File: src/rtl/fetch_unit_pkg.sv
// Shared definitions for the instruction fetch unit: FSM states and default widths.
package fetch_unit_pkg;

    typedef enum logic [1:0] {
        IDLE   = 2'd0,
        RUN    = 2'd1,
        HALTED = 2'd2
    } fetch_state_t;

    localparam int DEF_PC_W   = 10;
    localparam int DEF_INST_W = 9;
    localparam int DEF_CNT_W  = 16;

endpackage

File: src/rtl/fetch_unit_sat_counter.sv
// Saturating up-counter with synchronous clear (clear wins over enable).
module sat_counter #(
    parameter int WIDTH = 16
) (
    input  logic             clk,
    input  logic             rst,
    input  logic             clear,
    input  logic             enable,
    output logic [WIDTH-1:0] count
);

    always_ff @(posedge clk or posedge rst) begin
        if (rst) begin
            count <= '0;
        end else if (clear) begin
            count <= '0;
        end else if (enable && (count != '1)) begin
            count <= count + WIDTH'(1);
        end
    end

endmodule

File: src/rtl/fetch_unit.sv
// Instruction fetch unit: drives the ROM address, registers the fetched word for
// decode, and handles stall, redirect, halt and ROM-overrun.
module fetch_unit
    import fetch_unit_pkg::*;
#(
    parameter int PC_W   = DEF_PC_W,
    parameter int INST_W = DEF_INST_W,
    parameter int CNT_W  = DEF_CNT_W
) (
    input  logic              CLK,
    input  logic              Reset,
    input  logic              start,
    input  logic [INST_W-1:0] inst_in,
    input  logic              stall,
    input  logic              redirect,
    input  logic [PC_W-1:0]   redirect_pc,
    input  logic              halt_req,
    output logic [PC_W-1:0]   pc,
    output logic [INST_W-1:0] inst_out,
    output logic              inst_valid,
    output logic              halt,
    output logic [CNT_W-1:0]  cycle_count
);

    fetch_state_t      state, state_nxt;
    logic [PC_W-1:0]   pc_nxt;
    logic [INST_W-1:0] inst_nxt;
    logic              valid_nxt;
    logic              halt_nxt;
    logic              pc_at_top;
    logic              halt_take;
    logic              running;

    assign pc_at_top = (pc == '1);
    // A halt request only counts when decode really holds an instruction.
    assign halt_take = halt_req & inst_valid;
    assign running   = (state == RUN);

    always_ff @(posedge CLK or posedge Reset) begin
        if (Reset) begin
            state <= IDLE;
        end else begin
            state <= state_nxt;
        end
    end

    always_comb begin
        state_nxt = state;
        case (state)
            IDLE: begin
                if (start) state_nxt = RUN;
            end
            RUN: begin
                if (start)                              state_nxt = RUN;
                else if (halt_take)                     state_nxt = HALTED;
                else if (!redirect && !stall && pc_at_top) state_nxt = HALTED;
            end
            HALTED: begin
                if (start) state_nxt = RUN;
            end
            default: state_nxt = IDLE;
        endcase
    end

    always_comb begin
        pc_nxt    = pc;
        inst_nxt  = inst_out;
        valid_nxt = inst_valid;
        halt_nxt  = halt;
        if (start) begin
            pc_nxt    = '0;
            valid_nxt = 1'b0;
            halt_nxt  = 1'b0;
        end else if (running) begin
            if (halt_take) begin
                halt_nxt  = 1'b1;
                valid_nxt = 1'b0;
            end else if (redirect) begin
                pc_nxt    = redirect_pc;
                valid_nxt = 1'b0;
            end else if (stall) begin
                pc_nxt    = pc;
            end else if (pc_at_top) begin
                // Fetching past the last ROM word: stop rather than wrap to 0.
                halt_nxt  = 1'b1;
                valid_nxt = 1'b0;
            end else begin
                inst_nxt  = inst_in;
                valid_nxt = 1'b1;
                pc_nxt    = pc + PC_W'(1);
            end
        end
    end

    always_ff @(posedge CLK or posedge Reset) begin
        if (Reset) begin
            pc         <= '0;
            inst_out   <= '0;
            inst_valid <= 1'b0;
            halt       <= 1'b0;
        end else begin
            pc         <= pc_nxt;
            inst_out   <= inst_nxt;
            inst_valid <= valid_nxt;
            halt       <= halt_nxt;
        end
    end

    sat_counter #(
        .WIDTH(CNT_W)
    ) u_cycle_cnt (
        .clk   (CLK),
        .rst   (Reset),
        .clear (start),
        .enable(running),
        .count (cycle_count)
    );

endmodule

File: config.mk
export PLATFORM = sky130hd
export DESIGN_NAME = fetch_unit
export DESIGN_NICKNAME = d
export VERILOG_FILES = /design/src/rtl/fetch_unit_pkg.sv /design/src/rtl/fetch_unit_sat_counter.sv /design/src/rtl/fetch_unit.sv
export SDC_FILE = /design/constraint.sdc
export NUM_CORES = 1
export LEC_CHECK = 0
export ABC_AREA = 1
export CORE_ASPECT_RATIO = 0.75
export CORE_MARGIN = 10
export CORE_UTILIZATION = 50
export DETAILED_ROUTE_END_ITERATION = 16
export DONT_BUFFER_PORTS = 1
export HOLD_SLACK_MARGIN = 0.05
export PLACE_DENSITY = 0.76
export RECOVER_POWER = 100
export SYNTH_ARGS = -nofsm -noshare
export SYNTH_HDL_FRONTEND = slang
export SYNTH_SLANG_ARGS = --single-unit
File: constraint.sdc
create_clock -name CLK -period 1.4 [get_ports CLK]
set_input_delay 0.42 -clock CLK [delete_from_list [all_inputs] [get_ports CLK]]
set_output_delay 0.42 -clock CLK [all_outputs]
set_load 0.1 [all_outputs]
**Signal metal coverage by tile**

The die is cut into 20 by 16 equal tiles; dark blue is low, red is high, scaled to the fullest tile. Values are wire area over tile area, all layers added.
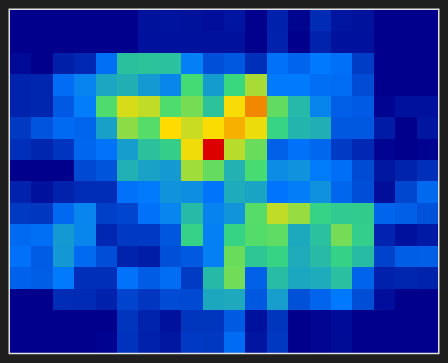
mean over tiles: 0.16
fullest tile: 0.78
emptiest ninth of the die: upper right
densest ninth of the die: centre
tiles over half the peak: 10%

**Clock network drawn from the DEF**

Scale bar: 20 µm.
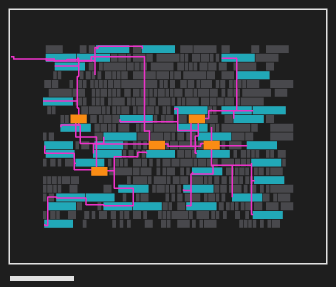
[orange] cells driving clock nets | count: 5
[magenta] clock wires | length: 528 µm
[cyan] flip-flops | count: 39
routed clock nets: 6

**Placement view**

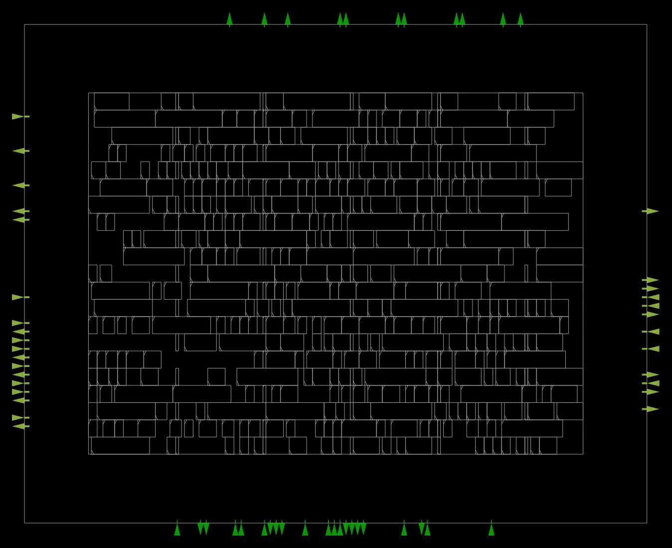
tap cells: 57
final cell count without fillers: 468

**Drive-strength map**

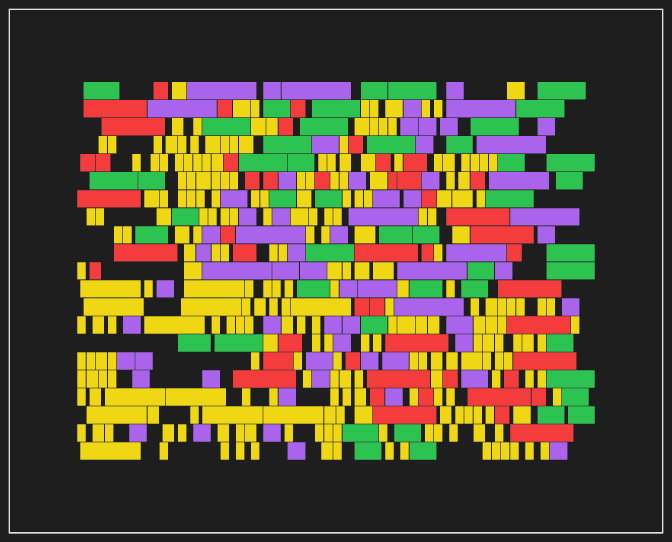
| colour | size | cells | share |
|---|---|---|---|
| yellow | drive 1 or less | 251 | 61% |
| red | drive 2 | 49 | 12% |
| purple | drive 3 to 4 | 65 | 16% |
| green | drive 6 and up | 46 | 11% |

**Sequential cells coloured by netlist name**

Scale bar: 20 µm. Other sequential cells in the stronger grey, the rest of the logic in the fainter grey.
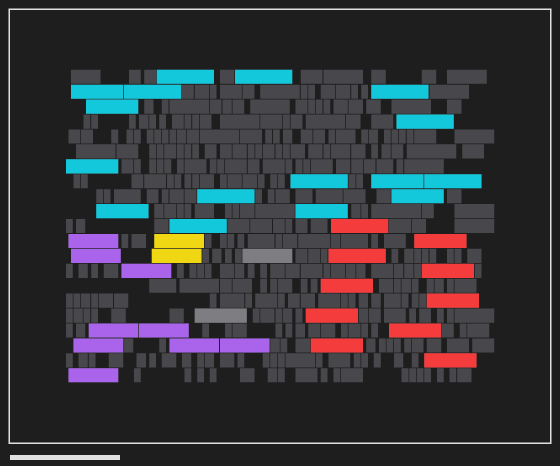
| colour | name in the netlist | flops |
|---|---|---|
| yellow | `state` | 2 |
| cyan | `u_cycle_cnt.count` | 16 |
| purple | `inst_out` | 9 |
| red | `pc` | 10 |
not coloured: 2

==> results_dict.tcl <==
# collected from the flow reports
set metrics [dict create \
    outcome "finished with violations" \
    violations "negative setup slack" \
    rsz0062_at_grt "true" \
    fp_nets 354 \
    overflow 0 \
    cts_made_buffers 5 \
    whs_ns 0.267 \
    syn_avg_cell_area_um2 7.05 \
    simple_gate_area_share_pct 39.7 \
    nets 437 \
    cp_cell_sequence "ha_4 > nand2_4 > nor2_4 > nand3b_1 > nand2_2 > buf_6 > a21oi_4 > buf_6 > nand2_1 > nand2_1" \
    slew_viol_final 0 \
    io_buffers 0 \
    end_kind "flop" \
    powerDensity_mw_per_mm2 1030 \
    comb_area_mm2 0.00129 \
    max_slew_margin_pct 35.1 \
    r2r_start "pc[1]" \
    setup_viol 47 \
    p_leak_nw 1.69 \
    hold_buffers 0 \
    cts_tree "done" \
    cts-resized-gates 60 \
    r2r_slack_ns -0.17 \
    clockBufferDepth 2 \
    worst_ep_arrival_time_ns 1.80 \
    groute.usage.overall_pct 17.9 \
    buffers 83 \
    edf_count 0 \
    dr_wl_met3_um 677 \
    irDropWorstVdd_v 0.00105 \
    cp_num_buf_inv 2 \
    remaining_drc_errors 0 \
    tns_ns -4.43 \
    hp-class "input pin to flop" \
    placementRows 21 \
    postCtsSetupRepairBufs 6 \
    gr-usage-met1_pct 21.1 \
    endpoint "pc[5]" \
    worstPathRequired_ns 1.62 \
    io_pins 62 \
    setup_slack_ns -0.172 \
    pre_cts_slack_ns -0.235 \
    path_max_fanout 8 \
    synth-main-ff-cell "dfrtp_1" \
    use_met3_pct 5.28 \
    maxUsedRoutingLayer "met4" \
    adder_share_pct 1.09 \
    cp.depth 10 \
    clock_sinks 39 \
    powerSeq_mw 1.33 \
    drt_iter0_markers 256 \
    pg_clk_uw 740 \
    routed_wl_um 7510 \
    area_growth_pct 53.8 \
    design_area_mm2 0.00355 \
    drive_above_1_share_pct 38.9 \
    clk_pin_slew_worst_paths_ns 0.08 \
    setup.worst_path.start "pc[1]" \
    sh_comb_area_pct 36.4 \
    lay_top_cells "nand2_1 (120), buf_4 (41), inv_1 (30)" \
    cap_violations 0 \
    p_seq_share_pct 36.3 \
    clkCellAreaFrac_pct 2.29 \
    yosys-top-cells-area "dfrtp_1 (42%), nand2_1 (22%), inv_1 (5.0%), nor2_1 (4.4%), o21ai_0 (4.1%)" \
    ys_types 27 \
    largestClassByArea "logic gates" \
    max_stage_delay_ns 0.50 \
    fill_cells 293 \
    synth_area_mm2 0.00231 \
    grt_antenna_before_repair 0 \
    syn_inst 327 \
    common_cells "nand2_1 (136), dfrtp_1 (39), inv_1 (31)" \
    place_inst 452 \
    placed_cell_area_mm2 0.00304 \
    initial_core_util_pct 51.6 \
    top_cell "nand2_1" \
    wl_per_cell_um 16.0 \
    ys_cells 327 \
    registers.top_by_ff_count "u_cycle_cnt.count" \
    vias 2582 \
    p_switching_mw 1.62 \
]
